**Run 1: M1 wires**

The bar under the picture is 20 um long. Supply wires on this layer in grey.
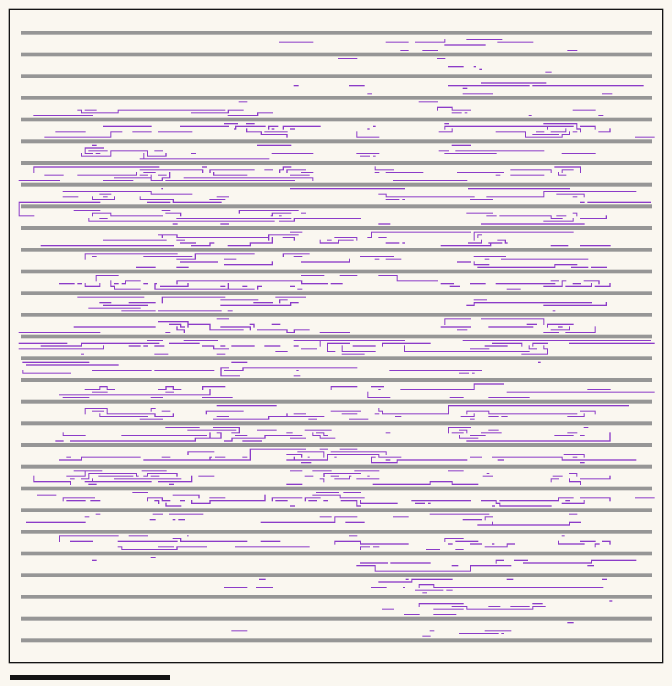
**Run 1: M2 wires**

Cells faint in the background.
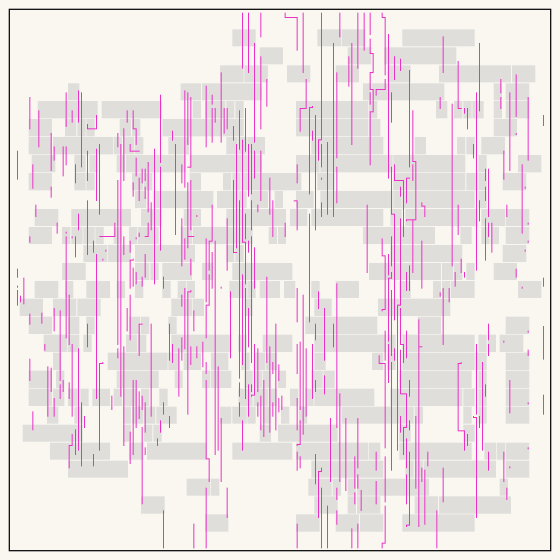
**Run 1: met3 routing**

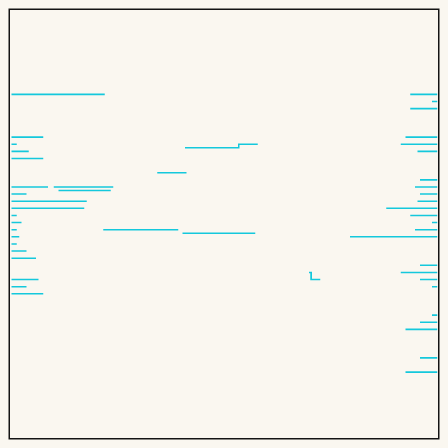
**Run 1: track usage over the die**

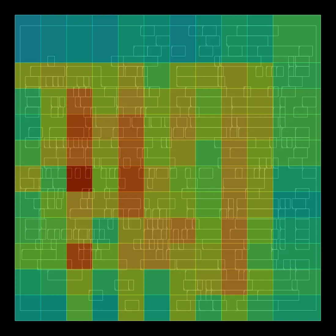
==> src/rtl/instr_fetch.sv <==
// Instruction fetch stage: owns the PC, issues one-at-a-time req/ack fetches and
// buffers returned words in a small prefetch FIFO ahead of the decoder.
module instr_fetch #(
  parameter int                  PC_WIDTH   = 8,
  parameter int                  FIFO_DEPTH = 2,
  parameter logic [PC_WIDTH-1:0] RESET_PC   = '0,
  parameter logic [15:0]         NOP_INSTR  = 16'h0000
) (
  input  logic                i_clk,
  input  logic                i_rst,
  input  logic                i_run,
  input  logic                i_pc_load,
  input  logic [PC_WIDTH-1:0] i_pc_value,
  output logic                o_imem_req,
  output logic [PC_WIDTH-1:0] o_imem_addr,
  input  logic                i_imem_ack,
  input  logic [15:0]         i_imem_data,
  output logic [15:0]         o_instruction,
  output logic                o_valid,
  input  logic                i_stall,
  output logic [PC_WIDTH-1:0] o_pc
);

  localparam int PTR_W = $clog2(FIFO_DEPTH);
  localparam int CNT_W = PTR_W + 1;
  localparam logic [CNT_W-1:0]    DEPTH_C = CNT_W'(FIFO_DEPTH);
  localparam logic [CNT_W-1:0]    CNT_ONE = CNT_W'(1);
  localparam logic [PTR_W-1:0]    PTR_ONE = PTR_W'(1);
  localparam logic [PC_WIDTH-1:0] PC_ONE  = PC_WIDTH'(1);

  typedef enum logic [1:0] {
    S_IDLE    = 2'd0,
    S_FETCH   = 2'd1,
    S_DISCARD = 2'd2
  } state_t;

  state_t              state_q, state_d;
  logic [PC_WIDTH-1:0] pc_q, pc_d;
  logic [PC_WIDTH-1:0] req_addr_q, req_addr_d;
  logic [PTR_W-1:0]    rd_ptr_q, rd_ptr_d;
  logic [PTR_W-1:0]    wr_ptr_q, wr_ptr_d;
  logic [CNT_W-1:0]    count_q, count_d;
  logic [15:0]         buf_q [FIFO_DEPTH];

  logic push;
  logic pop;
  logic fill_ok;

  // A PC load overrides both a same-cycle pop and a same-cycle ack.
  assign push = (state_q == S_FETCH) && i_imem_ack && !i_pc_load;
  assign pop  = (count_q != '0) && !i_stall && !i_pc_load;

  always_comb begin
    count_d  = count_q;
    rd_ptr_d = rd_ptr_q;
    wr_ptr_d = wr_ptr_q;
    if (i_pc_load) begin
      count_d  = '0;
      rd_ptr_d = '0;
      wr_ptr_d = '0;
    end else begin
      if (push) wr_ptr_d = wr_ptr_q + PTR_ONE;
      if (pop)  rd_ptr_d = rd_ptr_q + PTR_ONE;
      if (push && !pop)      count_d = count_q + CNT_ONE;
      else if (pop && !push) count_d = count_q - CNT_ONE;
    end
  end

  always_comb begin
    state_d    = state_q;
    pc_d       = pc_q;
    req_addr_d = req_addr_q;
    // Room is judged on the post-edge occupancy so the next request can never overflow.
    fill_ok    = i_run && (count_d < DEPTH_C);

    case (state_q)
      S_IDLE: begin
        if (!i_pc_load && fill_ok) state_d = S_FETCH;
      end
      S_FETCH: begin
        if (i_imem_ack) begin
          state_d = fill_ok ? S_FETCH : S_IDLE;
        end else if (i_pc_load) begin
          state_d    = S_DISCARD;
          req_addr_d = pc_q;
        end
      end
      S_DISCARD: begin
        if (i_imem_ack) state_d = fill_ok ? S_FETCH : S_IDLE;
      end
      default: state_d = S_IDLE;
    endcase

    if (i_pc_load) pc_d = i_pc_value;
    else if (push) pc_d = pc_q + PC_ONE;
  end

  always_ff @(posedge i_clk or posedge i_rst) begin
    if (i_rst) begin
      state_q    <= S_IDLE;
      pc_q       <= RESET_PC;
      req_addr_q <= RESET_PC;
      rd_ptr_q   <= '0;
      wr_ptr_q   <= '0;
      count_q    <= '0;
    end else begin
      state_q    <= state_d;
      pc_q       <= pc_d;
      req_addr_q <= req_addr_d;
      rd_ptr_q   <= rd_ptr_d;
      wr_ptr_q   <= wr_ptr_d;
      count_q    <= count_d;
    end
  end

  always_ff @(posedge i_clk) begin
    if (push) buf_q[wr_ptr_q] <= i_imem_data;
  end

  // While discarding, the abandoned request keeps its original address until acked.
  assign o_imem_req    = (state_q != S_IDLE);
  assign o_imem_addr   = (state_q == S_DISCARD) ? req_addr_q : pc_q;
  assign o_valid       = (count_q != '0);
  assign o_instruction = o_valid ? buf_q[rd_ptr_q] : NOP_INSTR;
  assign o_pc          = pc_q;

endmodule

==> config.mk <==
export PLATFORM = sky130hd
export DESIGN_NAME = instr_fetch
export DESIGN_NICKNAME = d
export VERILOG_FILES = /design/src/rtl/instr_fetch.sv
export SDC_FILE = /design/constraint.sdc
export NUM_CORES = 1
export LEC_CHECK = 0
export ABC_AREA = 1
export CORE_UTILIZATION = 37
export CTS_BUF_LIST = sky130_fd_sc_hd__clkbuf_4
export CTS_CLUSTER_SIZE = 12
export DETAILED_ROUTE_END_ITERATION = 7
export RECOVER_POWER = 25
export SETUP_SLACK_MARGIN = 0.02
export SLEW_MARGIN = 0
export SYNTH_ARGS = -nofsm -noshare
export SYNTH_HDL_FRONTEND = slang
export SYNTH_SLANG_ARGS = --single-unit
export TNS_END_PERCENT = 20
==> constraint.sdc <==
create_clock -name i_clk -period 3.95 [get_ports i_clk]
set_input_delay 0.79 -clock i_clk [delete_from_list [all_inputs] [get_ports i_clk]]
set_output_delay 0.79 -clock i_clk [all_outputs]
set_load 0.005 [all_outputs]
==> flow_metrics.py, run 1 <==
# Synthesis and PnR figures
metrics = {
    "run_status": {
        "status": "complete, no violations",
    },
    "worst_hold_path": {
        "hp-class": "flip-flop to flip-flop",
        "hold_depth": 1,
        "min_from": "count_q[0]",
    },
    "synth": {
        "ys.flops": 54,
        "syn_area_per_cell_um2": 10.1,
        "ys_cells": 232,
        "synthCells": 232,
        "syn-cell-area_um2": 2350,
        "ys_warn_count": 0,
        "syn-num-nets": 264,
        "synth_seq_share": 0.643,
        "mux_share": 0,
        "synthAdderAreaFrac": 0.0106,
    },
    "sta": {
        "slew_headroom": 0.428,
        "setup_tns_ps": 0,
        "rsz0062_at_grt": "no",
        "period_needed_ps": 3160,
        "clock-skew-final_ps": 12.3,
        "maxSlewViolCount": 0,
        "timing.hold.ws_ps": 505,
        "worst_pin_slew_ps": 857,
        "period_used_share": 0.799,
        "fmax_ghz": 0.317,
    },
    "die": {
        "die_y_um": 81.7,
        "ios": 64,
        "fp_util": 0.390,
        "die-area_um2": 6680,
        "coreArea_um2": 6030,
        "row_count": 28,
    },
    "drt": {
        "antenna_left": 0,
        "num_vias": 1788,
        "dr.pass1.iters": 4,
        "viasPerCell": 4.78,
    },
    "power_and_ir_drop": {
        "power.group.top": "registers",
        "total_switching_power_uw": 424,
        "powerComb_uw": 417,
        "p_leak_uw": 0.00127,
        "clock_power_share": 0.211,
        "intPower_uw": 1030,
        "pg_seq_uw": 731,
        "p_clk_uw": 307,
        "p_comb_frac": 0.286,
        "power_uw": 1460,
    },
    "critical_path": {
        "startpoint": "rd_ptr_q",
        "crit_path_max_fanout": 18,
        "r2r_cells": 6,
        "cpMostUsedCell": "nor2_1",
        "cpPeakStageDelay_ps": 660,
        "reg2reg_to": "buf_q[0][5]",
        "crit_path_top_delay_cell": "dfrtp_1",
        "reg2reg_from": "state_q[1]",
        "cp.arrival_ps": 2370,
        "crit_chain": "clkinv_1, nor2_1, nor2_1, clkdlybuf4s50_1",
        "critPathLaunchType": "flip-flop",
        "crit_type": "flip-flop to output port",
    },
    "clock_tree": {
        "cts.sinks": 54,
        "cts_buffer_depth": 2,
        "insertion_delay_ps": 370,
        "path_clk_slew_ps": 160,
        "hold_buffers": 0,
        "cts_max_level": 2,
        "post_cts_buffers": 0,
        "post_cts_resized": 0,
    },
    "layout": {
        "finalNonFillerCells": 374,
        "layout_top_cell": "clkdlybuf4s50_1",
        "nets": 330,
        "antenna_cells": 0,
        "stdcell_area_um2": 3150,
        "final_cell_mix": "clkdlybuf4s50_1, nor2_1, o21ai_0, nand2_1, edfxtp_1",
        "drive_above_1_share": 0.0435,
    },
    "global_route": {
        "grt_pass1_wl_mm": 8.11,
        "grt_pass1_vias": 1722,
        "grt_antenna_before_repair": 0,
    },
    "flow_run": {
        "warnings": 26,
        "cap_violations": 0,
    },
    "placement": {
        "place_area_um2": 3070,
        "hpwl_mm": 3.52,
        "place_congestion": 0.740,
    },
}
## Picture notes: 'M1 wires'
The layer carries 2370 um of wire. 283 nets have wire on it. The wires run mostly horizontal. The longest straight run is 23.5 um.

## Picture notes: 'M2 wires'
252 nets have wire on it. The longest straight run is 38.1 um. The layer carries 2340 um of wire. The wires run mostly vertical.

## Picture notes: 'met3 routing'
The longest straight run is 17.5 um. The wires run mostly horizontal.

## Picture notes: 'track usage over the die'
Final Util: 0.523
grt peak-use layer: met2
met2 Use GR: 0.265
Avg WL per Cell: 13.4 um

==> run 1: per-layer routing <==
layer | global-route usage | wire length [um]
met5 | 0 | 0
met4 | 0.0421 | 42
met3 | 0.0356 | 271
met2 | 0.265 | 2340
met1 | 0.217 | 2370
==> run 1: cell usage after synthesis (all sizes together) <==
library cell  count  share of area
and2              1         0.0027
a21oi             7          0.015
nor2             44          0.070
clkinv            1         0.0016
a31oi             2         0.0053
nand3             7          0.020
dfrtp            22           0.23
buf               4         0.0085
ha                2          0.011
edfxtp           32           0.41
clkbuf            3         0.0048
inv              23          0.037
o211ai            2         0.0064
o21bai            1         0.0032
or2               1         0.0027
xnor2             1         0.0037
nand2            33          0.053
xor2              5          0.019
o21ai            34          0.072
o2111ai           1         0.0037
o221ai            3          0.011
nor3              1         0.0021
nand4             2         0.0053
==> run 1: logic make-up (layout without fill, tap and decap cells) <==
family,Yosys count,after routing
adder cells (fa/ha/maj),2,2
AND-OR/OR-AND,50,50
buffers and inverters,31,98
AND/OR/NAND/NOR,89,89
XOR/XNOR,6,6
flip-flops,54,54
==> run 1: layout make-up <==
class	count	area (um2)
fillers	569	2880
clock buffers	5	37.5
well taps	75	93.8
repair buffers	66	653
multi-input cells	147	719
clock inverters	3	43.8
inverters	24	90.1
flip-flops and latches	54	1510
==> run 1: sequential cells by signal, indices dropped and copies added (netlist names) <==
signal      count
count_q         2
rd_ptr_q        1
wr_ptr_q        1
o_pc            8
req_addr_q      8
state_q         2
buf_q          32
==> run 1: critical path, delay by kind of cell (launching register included) <==
kind          cells  cell delay (ps)
buf+inv           2              990
flops             1              660
simple gates      2              350
==> run 1: through the flow <==
stage	setup slack [ps]	util
after global routing	473	0.523
after global placement	1240	0.509
after CTS	721	0.523
final	794	0.523
after detailed placement	1160	0.509
after floorplan	1620	-
==> run 1 -> run 2 <==
==> constraint.sdc (replaced) <==
create_clock -name i_clk -period 3.2 [get_ports i_clk]
set_input_delay 0.64 -clock i_clk [delete_from_list [all_inputs] [get_ports i_clk]]
set_output_delay 0.64 -clock i_clk [all_outputs]
set_load 0.005 [all_outputs]
**Run 2: placed cells, one colour a class**

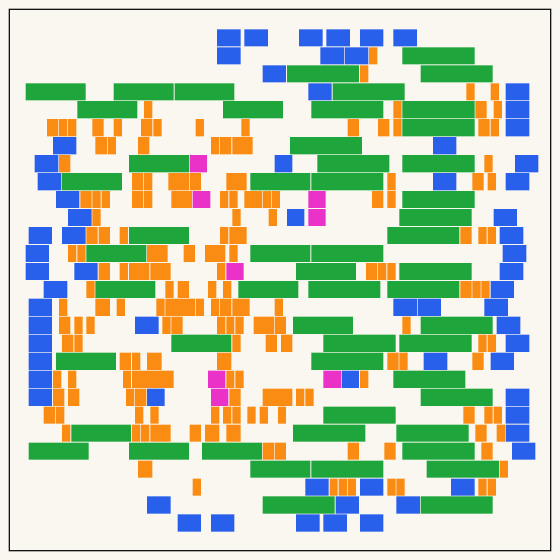
Key: blue = other buffers and delay cells [cells 67, share of their area 22%]; green = flops [cells 54, share of their area 50%]; orange = all other logic [cells 171, share of their area 27%]; magenta = clock drivers and dummy loads [cells 8, share of their area 2.0%]

==> run 2 against run 1 <==
  * Total power is 18% higher
  * Synthesized area unchanged
  * Combinational power grew 25%
  * Global-route usage decreased by 0.35 points
  * Critical path depth increased by 2
==> flow_metrics.py, run 2 <==
# Synthesis and PnR figures
metrics = {
    "power_and_ir_drop": {
        "p_comb_frac": 0.303,
        "power.group.top": "registers",
        "p_leak_uw": 0.00125,
        "powerComb_uw": 521,
        "total_switching_power_uw": 517,
    },
    "sta": {
        "period_used_share": 0.883,
        "maxSlewViolCount": 0,
        "clock-skew-final_ps": 12.4,
        "slew_headroom": 0.417,
        "fmax_ghz": 0.354,
        "period_needed_ps": 2830,
        "worst_pin_slew_ps": 874,
    },
    "clock_tree": {
        "cts_max_level": 2,
        "cts_buffer_depth": 2,
        "path_clk_slew_ps": 150,
        "hold_buffers": 0,
        "cts.sinks": 54,
        "post_cts_resized": 0,
        "insertion_delay_ps": 370,
    },
    "layout": {
        "drive_above_1_share": 0.0467,
        "nets": 331,
        "top_register": "buf_q",
        "antenna_cells": 0,
    },
    "worst_hold_path": {
        "hold_depth": 1,
        "hp-class": "flip-flop to flip-flop",
        "min_from": "count_q[0]",
    },
    "synth": {
        "ys.flops": 54,
        "yosys.area.top_type": "edfxtp_1",
        "synth_top_cell_by_count": "nor2_1",
        "async_flop_share": 0.407,
        "syn_area_per_cell_um2": 10.1,
        "ys_cells": 232,
        "synth_top_area_share": 0.409,
        "edf_count": 32,
        "syn-num-nets": 264,
        "flop_cell": "edfxtp_1",
    },
    "critical_path": {
        "reg2reg_to": "buf_q[0][6]",
        "reg2reg_from": "state_q[1]",
    },
    "die": {
        "coreArea_um2": 6030,
        "row_count": 28,
        "die-area_um2": 6680,
    },
    "placement": {
        "hpwl_mm": 3.45,
        "place_congestion": 0.783,
    },
    "flow_run": {
        "warnings": 26,
    },
    "run_status": {
        "status": "complete, no violations",
    },
    "drt": {
        "viasPerCell": 4.82,
    },
    "global_route": {
        "grt_pass1_wl_mm": 7.91,
    },
}
**Run 2: track usage over the die**

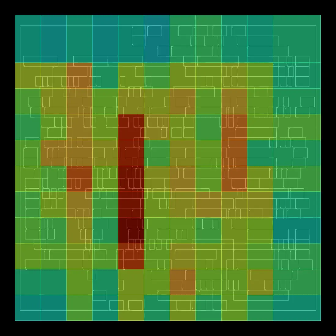
grt met1 use: 0.219
Final Util: 0.520
grt met3 use: 0.0344
Avg WL per Cell: 13.2 um

-- run 2: cell counts after synthesis --
Identical to the previous run, type by type.
-- run 2: how the worst max path moves through the flow --
| stage | end | slack, ps | cells past startpoint | startpoint |
|---|---|---|---|---|
| finish | o_instruction[7] | 370 | 6 | count_q[0] |
| global route | o_instruction[7] | 170 | 6 | count_q[0] |
| CTS | o_instruction[14] | 370 | 6 | count_q[0] |
| detailed placement | buf_q[0][3] | 800 | 5 | i_pc_load |
| global placement | o_instruction[12] | 830 | 6 | count_q[0] |
| floorplan | buf_q[0][0] | 1020 | 4 | i_pc_load |
-- run 2: worst max-delay path: stages (launching register included) --
cell and delay, ps:
dfrtp_1 400, inv_1 50, ha_1 200, inv_1 350, o21ai_0 160, nor2_1 140
clkdlybuf4s50_1 510
-- run 2: area by class of cell --
cell class | count | area, um2
timing repair buffer | 67 | 661
clock inverter | 2 | 15.0
multi-input combinational | 147 | 719
inverter | 24 | 90.1
sequential | 54 | 1510
fill | 572 | 2890
tap | 75 | 93.8
clock buffer | 6 | 45.0
-- run 2: logic make-up after synthesis --
group	after synthesis	share of synthesized area
AND/OR/NAND/NOR	89	0.156
AND-OR/OR-AND	50	0.117
flip-flops	54	0.643
buffers and inverters	31	0.0516
adder cells (fa/ha/maj)	2	0.0106
XOR/XNOR	6	0.0223
-- run 2: per-stage QoR --
step	setup WS, ps	util	power (uW)	hold slack (ps)	area, um2
floorplan	1020	-	1150	433	2350
global placement	831	0.510	1440	456	3080
detailed placement	805	0.510	1440	464	3080
CTS	374	0.520	1750	482	3140
global route	171	0.520	1840	519	3140
finish	374	0.520	1720	481	3140
-- run 2: metal layers --
layer,GRT usage,share of wire,vias up
met5,0,0,-
met4,0.0421,0.011,0
met3,0.0344,0.059,6
met2,0.251,0.46,50
met1,0.219,0.47,842
li1,-,-,911
Power and IR drop assume default switching activity.
